<file path="src/rtl/cnt_cmd_seq.sv">
// cnt_cmd_seq: command FIFO feeding a two-state sequencer that issues count enables to a downstream counter.
module cnt_cmd_seq #(
  parameter int DEPTH = 4,
  parameter int LEN_W = 4
) (
  input  logic                         clk,
  input  logic                         rst,
  input  logic                         cmd_valid,
  output logic                         cmd_ready,
  input  logic                         cmd_up,
  input  logic [LEN_W-1:0]             cmd_len,
  input  logic                         hold,
  input  logic                         abort,
  output logic                         ce,
  output logic                         up,
  output logic                         busy,
  output logic                         done,
  output logic [$clog2(DEPTH+1)-1:0]   fifo_cnt
);
  localparam int CW = $clog2(DEPTH+1);
  localparam int PW = $clog2(DEPTH);
  typedef enum logic {IDLE, RUN} state_t;
  state_t state_q, state_d;
  logic [LEN_W:0] mem [DEPTH];
  logic [PW-1:0] wr_ptr_q, wr_ptr_d, rd_ptr_q, rd_ptr_d;
  logic [CW-1:0] cnt_q, cnt_d;
  logic [LEN_W-1:0] rem_q, rem_d;
  logic ce_q, ce_d, up_q, up_d, busy_q, busy_d, done_q, done_d;
  logic push, pop;
  logic [LEN_W:0] head;
  assign head = mem[rd_ptr_q];
  assign cmd_ready = (cnt_q != CW'(DEPTH)) && !abort;
  assign push = cmd_valid && cmd_ready;
  assign pop = (state_q == IDLE) && (cnt_q != '0) && !abort;
  always_comb begin
    state_d = state_q;
    rem_d = rem_q;
    ce_d = 1'b0;
    done_d = 1'b0;
    up_d = up_q;
    busy_d = busy_q;
    wr_ptr_d = push ? wr_ptr_q + PW'(1) : wr_ptr_q;
    rd_ptr_d = pop ? rd_ptr_q + PW'(1) : rd_ptr_q;
    cnt_d = cnt_q + CW'(push) - CW'(pop);
    if (abort) begin
      state_d = IDLE;
      busy_d = 1'b0;
      wr_ptr_d = '0;
      rd_ptr_d = '0;
      cnt_d = '0;
    end else if (pop) begin
      up_d = head[LEN_W];
      rem_d = head[LEN_W-1:0];
      busy_d = head[LEN_W-1:0] != '0;
      state_d = (head[LEN_W-1:0] != '0) ? RUN : IDLE;
      done_d = head[LEN_W-1:0] == '0;
    end else if (state_q == RUN && !hold && rem_q != '0) begin
      ce_d = 1'b1;
      rem_d = rem_q - LEN_W'(1);
      // last enable: finish in the same cycle it is issued
      if (rem_q == LEN_W'(1)) begin
        done_d = 1'b1;
        busy_d = 1'b0;
        state_d = IDLE;
      end
    end
  end
  always_ff @(posedge clk or negedge rst) begin
    if (!rst) begin
      state_q <= IDLE;
      wr_ptr_q <= '0;
      rd_ptr_q <= '0;
      cnt_q <= '0;
      rem_q <= '0;
      ce_q <= 1'b0;
      up_q <= 1'b0;
      busy_q <= 1'b0;
      done_q <= 1'b0;
    end else begin
      state_q <= state_d;
      wr_ptr_q <= wr_ptr_d;
      rd_ptr_q <= rd_ptr_d;
      cnt_q <= cnt_d;
      rem_q <= rem_d;
      ce_q <= ce_d;
      up_q <= up_d;
      busy_q <= busy_d;
      done_q <= done_d;
    end
  end
  always_ff @(posedge clk) begin
    if (push) mem[wr_ptr_q] <= {cmd_up, cmd_len};
  end
  assign ce = ce_q;
  assign up = up_q;
  assign busy = busy_q;
  assign done = done_q;
  assign fifo_cnt = cnt_q;
endmodule

</file>
<file path="config.mk">
export PLATFORM = sky130hd
export DESIGN_NAME = cnt_cmd_seq
export DESIGN_NICKNAME = d
export VERILOG_FILES = /design/src/rtl/cnt_cmd_seq.sv
export SDC_FILE = /design/constraint.sdc
export NUM_CORES = 1
export LEC_CHECK = 0
export CORE_ASPECT_RATIO = 0.9
export CORE_MARGIN = 2
export CORE_UTILIZATION = 55
export DETAILED_ROUTE_END_ITERATION = 10
export GPL_ROUTABILITY_DRIVEN = 1
export PLACE_DENSITY = 0.84
export SYNTH_ARGS = -nofsm -noshare
export SYNTH_HDL_FRONTEND = slang
export SYNTH_SLANG_ARGS = --single-unit
</file>
<file path="constraint.sdc">
create_clock -name clk -period 3.75 [get_ports clk]
set_input_delay 0.75 -clock clk [delete_from_list [all_inputs] [get_ports clk]]
set_output_delay 0.75 -clock clk [all_outputs]
set_load 0.01 [all_outputs]
</file>
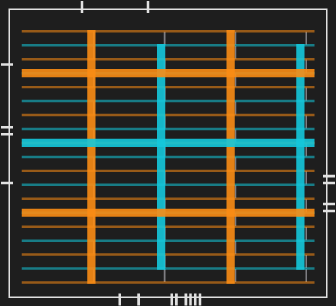
*Power grid, run 1*
Pins as bars on the die edge. Tap cells in gray.
Key: VDD = cyan; VSS = orange
3 straps on met5. 18 signal pins sit on the boundary.

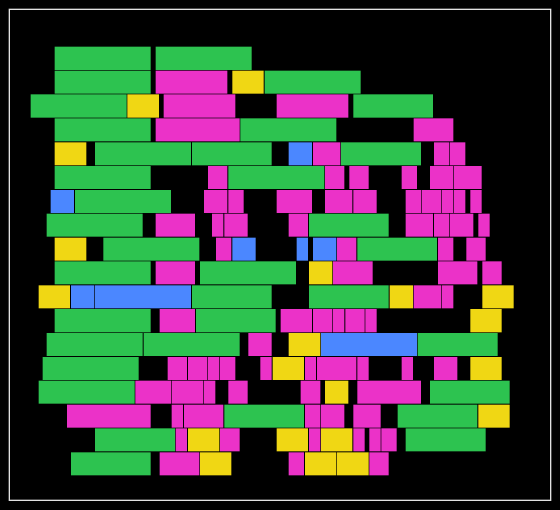
*Cells colored by class, run 1*
Key: remaining logic cells = magenta [cells 80, share of their area 33%]; remaining buffers and delay cells = yellow [cells 20, share of their area 10%]; clock drivers and dummy loads = blue [cells 8, share of their area 5.3%]; registers = green [cells 35, share of their area 51%]
area of the placeable core: 0.002793 sq mm
flop share of the area: 49.84%
row count: 18

==> Changelog: implementation, run 1 <==
### Changed

- Pre-Place Util: 58.78%
- Remaining antenna violation count: 0
- Via count of the first global-routing pass: 1096
- Instance area after placement: 0.001857 sq mm
- Synthesized area: about 0.0016 sq mm
- End-of-flow core utilization: 70.12%
- Antenna cells: 0
- Power per Cell Area: 663.9 mW/mm^2
- Routed length per placed instance: 16.79 um
- Pre-CTS setup slack: 416.6 ps
- Critical path launch point type: primary input
- DRC marker count from the first detailed-route iteration: 86
- WP buf/inv: 4
- Post-CTS Setup Inserts: 0
- Simple share: 12.80%
- Arrival time reported for the critical path endpoint: 3280 ps
- Mapped Nets: 139
- Reported max-cap violation count: 0
- Layout Nets: 161
- Seq cells post-synth: 35
- Adder Area Share: 7.317%
- Outcome: complete, no violations
- Quantity of hold-fixing buffers added after cts: 0
- Distinct cell type count of the synthesized netlist: 37
- CTS sink cnt: 35
- Area of all placed cells without fillers: a little under 0.002 sq mm
- Synth Warn #: 0
- Parity-gate share of the synthesized area counting xor and xnor cells: 0.5335%
- Clock Skew: 16.77 ps
- Synth Seq Share: 59.45%
- Type of element capturing the critical path: flop
- Dominant non-sequential cell family after synthesis: simple AND/OR/NAND/NOR gates
- Path class of the lowest-slack min-delay path: reg2reg
- Chip area: roughly 0.0034 sq mm
- Largest net degree at the start of global routing: 16
- Clk Latency, worst-skew pair: roughly 330 ps
- GRT Resource Usage Total: 20.81%
- Number of buffer cells added on primary ports: 17
- Total wire length after detailed routing: 3.073 mm
- Share of final-layout standard cells stronger than drive strength 1: between 10 and 15%
- Sum of negative setup slack: 0 ps
- Post-CTS clock slew at the launch and capture registers of the worst setup and hold paths: 110 ps
- Worst Max-Slew Pin Slew: between 600 and 700 ps
- Routability-driven placement congestion ratio: 0.7613
- Remaining DRCs: 0
- FF-to-FF setup slack: 1060 ps
- Post-DR vias/cell: 5.639
- Final setup margin: 716.2 ps
- Height of the chip: between 50 and 60 um
- Antenna violations before repair: 0
- Cell repeated most along the worst path: inv_1
- Max H-tree Level: 2
- Mux cell area share after synthesis: 9.299%
- Cells in synth_stat.txt: 120
- Critical-path cell list: clkdlybuf4s50_1 > or3_1 > inv_1 > ha_1 > inv_1 > ha_1 > inv_1 > fa_1 > xor2_1 > and2_1 > nor3_1
- Area growth, synth to finish: 19.28%
- Tcrit/Tclk final: 80.90%
- Kind of critical path: in2reg
- Most instantiated logic cell after routing: edfxtp_1
- Final global-route overflow total: 0
- Count of mapped cells out of synthesis: 120
- Worst stage delay on the critical path: 570 ps
- Via count: 1032
- Static power due to leakage: 0.7567 nW
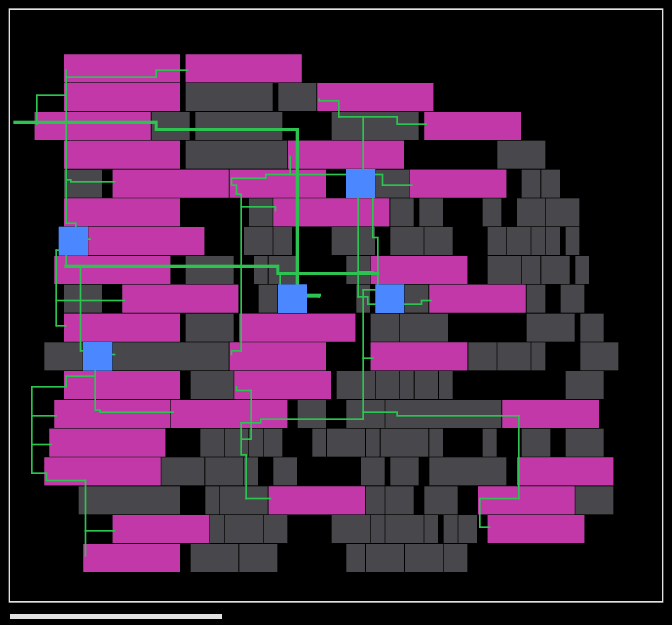
*Routed clock nets over the placement, run 1*
Scale bar: 20 um.
Key: clock wires = green [length 364 um]; flip-flops = magenta [count 35]; clock-net drivers = blue [count 5]
Position of the flops: all over the die.
power in the clock group: 326 uW
share of power burned in the clock network: 25.1%

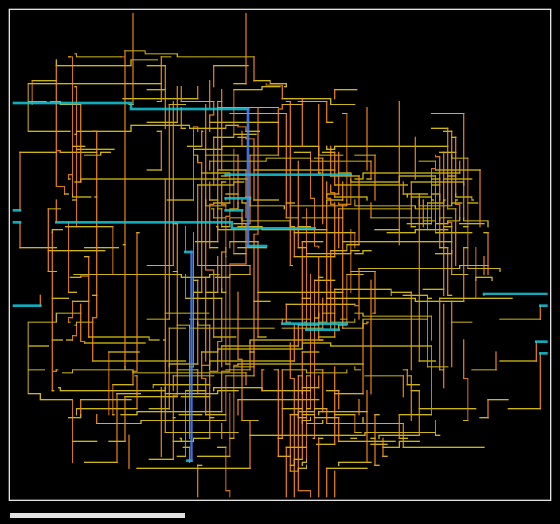
*Metal layers overlaid, run 1*
Scale bar: 20 um.
Key: M1 = yellow [wire length 1330 um]; M4 = blue [wire length 39.4 um]; M2 = orange [wire length 1600 um]; M3 = cyan [wire length 104 um]

## run 1: sequential cells by signal, indices dropped and copies added, names as in the netlist
register / flops
state_q: 1
mem: 20
done: 1
up: 1
fifo_cnt: 3
ce: 1
rem_q: 4
wr_ptr_q: 2
rd_ptr_q: 2
## run 1: metrics by stage
| stage | power [mW] | std cells | hold slack, ps |
|---|---|---|---|
| after CTS | 1.308 | 183 | 548.4 |
| after floorplan | 0.8355 | 120 | 454.4 |
| after global routing | 1.388 | 183 | 582.7 |
| after detailed placement | 0.9824 | 175 | 515.0 |
| after global placement | 0.9530 | 175 | 524.7 |
| final | 1.300 | 183 | 547.9 |
## run 1: cells by family after synthesis
| logic type | after synthesis |
|---|---|
| flip-flops | 35 |
| AND/OR/NAND/NOR | 34 |
| buffers and inverters | 17 |
| AND-OR/OR-AND | 16 |
| adder cells (fa/ha/maj) | 9 |
| multiplexers | 8 |
| XOR/XNOR | 1 |
## run 1: worst reg2reg max path, cell delays in order (launching register included)
cell,delay (ps)
dfrtp_1,470
nor3_1,260
buf_4,200
or3_1,210
inv_1,120
ha_1,320
inv_1,70
ha_1,130
inv_1,40
fa_1,360
xor2_1,160
and2_1,160
nor3_1,120
## run 1: routing by layer
layer	up-vias	GRT usage, %	part of all wire (%)	routed length (um)
li1	496	-	-	-
met1	508	27.30	43	1332
met2	24	34.14	52	1597
met3	4	5.581	3.4	104
met4	0	4.863	1.3	39
met5	-	0	0	0
## run 1: cell type report
type                       instances  area [sq um]
timing repair buffer              20         192.7
multi-input combinational         68         593.1
clock buffer                       6         41.29
clock inverter                     2         60.06
tap                               40         50.05
inverter                          12         45.04
sequential                        35         975.9
fill                             210         834.6
## run 1: report_power, final
group | total [mW] | switching [mW] | internal, mW
registers | 0.570 | 0.0883 | 0.482
logic | 0.404 | 0.190 | 0.214
clock network | 0.326 | 0.118 | 0.208
total | 1.30 | 0.397 | 0.903
## run 1: synth_stat cells (all sizes together)
cell / instances / share of area [%]
ha: 8 / 6.1
nor3b: 2 / 0.91
o22ai: 1 / 0.38
mux2i: 1 / 0.61
dfrtp: 15 / 23
buf: 2 / 0.99
or3b: 2 / 1.1
a32o: 1 / 0.61
nor3: 3 / 0.91
xor2: 1 / 0.53
nand4: 1 / 0.38
nor2b: 2 / 0.76
fa: 1 / 1.2
a211oi: 2 / 0.91
mux2: 2 / 1.4
a31oi: 3 / 1.1
mux4: 5 / 7.3
nor4: 3 / 1.1
nand3: 2 / 0.61
or4: 3 / 1.6
a21oi: 3 / 0.91
edfxtp: 20 / 37
nor2: 6 / 1.4
nor4b: 1 / 0.53
inv: 12 / 2.7
o21ai: 4 / 1.2
and4: 1 / 0.53
and2: 5 / 1.9
o31ai: 1 / 0.46
or3: 2 / 0.84
nand2: 1 / 0.23
a31o: 1 / 0.53
clkbuf: 3 / 0.69
## run 1: path summary, 6_finish.rpt
check,from,end,cells past startpoint
worst min register to register,up,up,1
worst min-delay path,up,up,1
max in group asynchronous,rst,wr_ptr_q[0],1
min in group asynchronous,rst,rd_ptr_q[0],1
worst max-delay path,abort,fifo_cnt[2],11
worst max register to register,fifo_cnt[1],fifo_cnt[2],12
### Track usage over the die, run 1

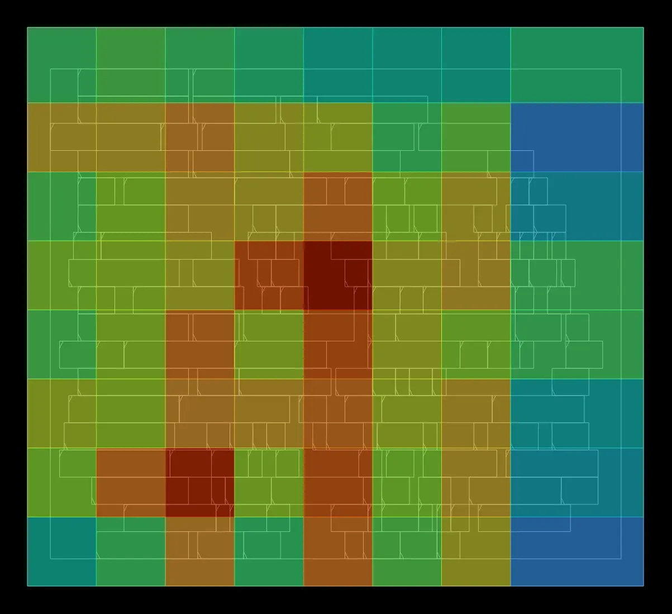

==> inputs of run 2 (changes only) <==
clock period = 2.95 ns   (was 3.75 ns; I/O delays follow)
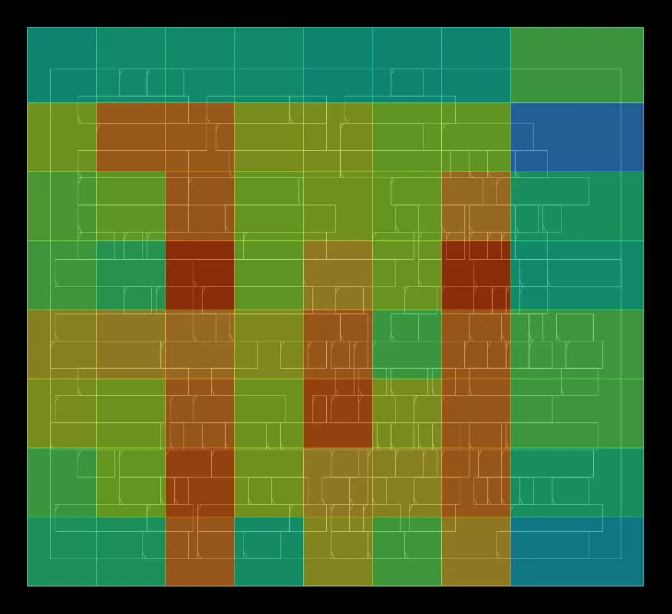
*Track usage over the die, run 2*
routed length per placed instance: 15.59 um
end-of-flow core utilization: 70.21%
GRT Resource Usage Total: 19.94%
met2 Usage GRT: 31.43%

==> run 2 against run 1 <==
Count of clock-buffer cells in the layout down 1. Synthesized cell count unchanged. Highest routed layer unchanged. Clock skew down 9.4 ps. Sequential power up 27%.
==> Changelog: implementation, run 2 <==
### Changed

- Outcome: complete, no violations (unchanged)
- Static power due to leakage: 0.7639 nW (was 0.7567 nW)
- Cell repeated most along the worst path: inv_1 (unchanged)
- Final global-route overflow total: 0 (unchanged)
- Clock Skew: 7.413 ps (was 16.77 ps)
- Simple share: 12.80% (unchanged)
- Post-DR vias/cell: 5.597 (was 5.639)
- Synth Warn #: 0 (unchanged)
- Instance count on the critical path: 12 (was 11)
- Parity-gate share of the synthesized area counting xor and xnor cells: 0.5335% (unchanged)
- Cells in synth_stat.txt: 120 (unchanged)
- Number of synthesized flops with an enable pin: 20 (unchanged)
- Max H-tree Level: 2 (unchanged)
- Clk Latency, worst-skew pair: 330 ps (about the same)
- Register-to-Register Path Depth: 12 (unchanged)
- Seq cells post-synth: 35 (unchanged)
- Power per Cell Area: 813.7 mW/mm^2 (was 663.9 mW/mm^2)
- Synth Seq Share: 59.45% (unchanged)
- Layout Nets: 164 (was 161)
- Total wire length after detailed routing: 2.900 mm (was 3.073 mm)
- Post-CTS clock slew at the launch and capture registers of the worst setup and hold paths: 110 ps (about the same)
- Synthesized area: 0.001642 sq mm (unchanged)
- Async S/R FF share, synth: 42.86% (unchanged)
- Sum of negative setup slack: 0 ps (unchanged)
- Mux cell area share after synthesis: 9.299% (unchanged)
- Reported max-cap violation count: 0 (unchanged)
- Critical register-to-register path endpoint: fifo_cnt[2] (unchanged)
- Via count: 1041 (was 1032)
- Remaining DRCs: 0 (unchanged)
- Row count: 18 (unchanged)
- Largest net degree at the start of global routing: 16 (unchanged)
- Most instantiated cells after synthesis: edfxtp_1 (20), dfrtp_1 (15), inv_1 (12) (unchanged)
- Height of the chip: 55.83 um (unchanged)
- Arrival time reported for the critical path endpoint: 2850 ps (was 3280 ps)
- Kind of critical path: in2reg (unchanged)
- Path class of the lowest-slack min-delay path: reg2reg (unchanged)
- FF-to-FF setup slack: 410 ps (was 1060 ps)
- Top cell type's share of synthesized area: 36.59% (unchanged)
- Pre-Place Util: 58.78% (unchanged)
- Dominant register cell: edfxtp_1 (unchanged)
- Area of the placeable core: 0.002793 sq mm (unchanged)
- Startpoint of the most critical register-to-register path: fifo_cnt[1] (unchanged)
- Worst Hold Path Cells: 1 (unchanged)
- Remaining antenna violation count: 0 (unchanged)
- Count of mapped cells out of synthesis: 120 (unchanged)
- Chip area: 0.003438 sq mm (unchanged)
- Share of final-layout standard cells stronger than drive strength 1: 16.44% (was 13.99%)
- Antenna cells: 0 (unchanged)
- Final Non-Filler Cells: 186 (was 183)
- Area growth, synth to finish: 19.44% (was 19.28%)
- Dominant non-sequential cell family after synthesis: simple AND/OR/NAND/NOR gates (unchanged)
- Cell Count Post-Placement: 178 (was 175)
- Most instantiated logic cell after routing: edfxtp_1 (unchanged)
- Top cells by area in the synthesized netlist: edfxtp_1 (37%), dfrtp_1 (23%), ha_1 (6.1%), mux4_2 (4.1%), mux4_1 (3.2%) (unchanged)
- Most popular library cell in the synthesized design by count: edfxtp_1 (unchanged)
- Cell accounting for the most synthesized area: edfxtp_1 (unchanged)
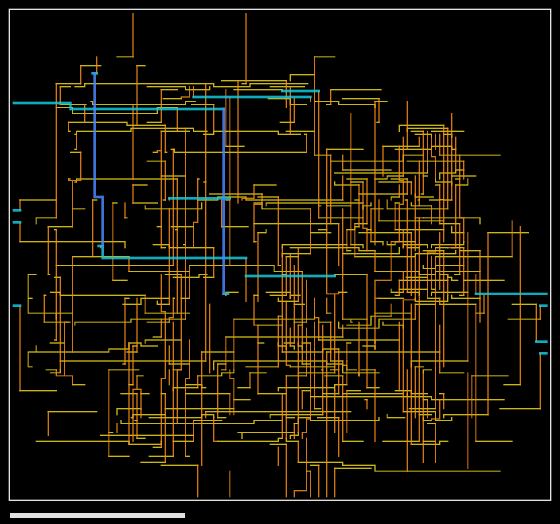
*Metal layers overlaid, run 2*
Scale bar: 20 um.
Key: M2 = orange [wire length 1470 um]; M4 = blue [wire length 41.7 um]; M3 = cyan [wire length 90.1 um]; M1 = yellow [wire length 1300 um]

run 2: area by class of cell:
class	instances	area, sq um
inverter	12	45.04
clock inverter	3	43.79
clock buffer	5	37.54
timing repair buffer	23	215.2
tap	40	50.05
fill	216	832.0
sequential	35	975.9
multi-input combinational	68	593.1
run 2: cell families (layout without fill, tap and decap cells):
group,count (synthesis),count (layout)
flip-flops,35,35
AND-OR/OR-AND,16,16
buffers and inverters,17,43
XOR/XNOR,1,1
adder cells (fa/ha/maj),9,9
AND/OR/NAND/NOR,34,34
multiplexers,8,8
run 2: routing by layer:
layer  vias up  share of wire (%)  global-route usage (%)
li1        494                  -                       -
met4         0                1.4                   9.119
met1       523                 45                   25.04
met2        20                 51                   31.43
met5         -                  0                       0
met3         4                3.1                   5.581
run 2: worst min path at each step:
stage,startpoint,end,slack (ps)
after global placement,up,up,510
after global routing,up,up,550
after CTS,up,up,540
final,up,up,530
after floorplan,rst,ce,290
after detailed placement,up,up,510
run 2: power breakdown:
part           leakage [nW]  switching (mW)  internal, mW  total (mW)
Sequential            0.372           0.112         0.612       0.724
Combinational         0.347           0.242         0.288       0.530
Clock                0.0452           0.163         0.178       0.341
Total                 0.764           0.517          1.08        1.60
run 2: stage by stage:
stage	hold slack (ps)	power, mW	setup WS (ps)	utilization, %	instance area, sq um
after CTS	539.0	1.614	355.1	70.21	1961
after detailed placement	513.3	1.255	45.82	67.29	1879
after global placement	510.4	1.221	135.5	67.29	1879
after floorplan	294.4	1.062	256.9	-	1642
after global routing	546.8	1.703	201.0	70.21	1961
final	532.8	1.595	350.3	70.21	1961
Power figures rest on the tool's default switching activity, not on a simulated workload.
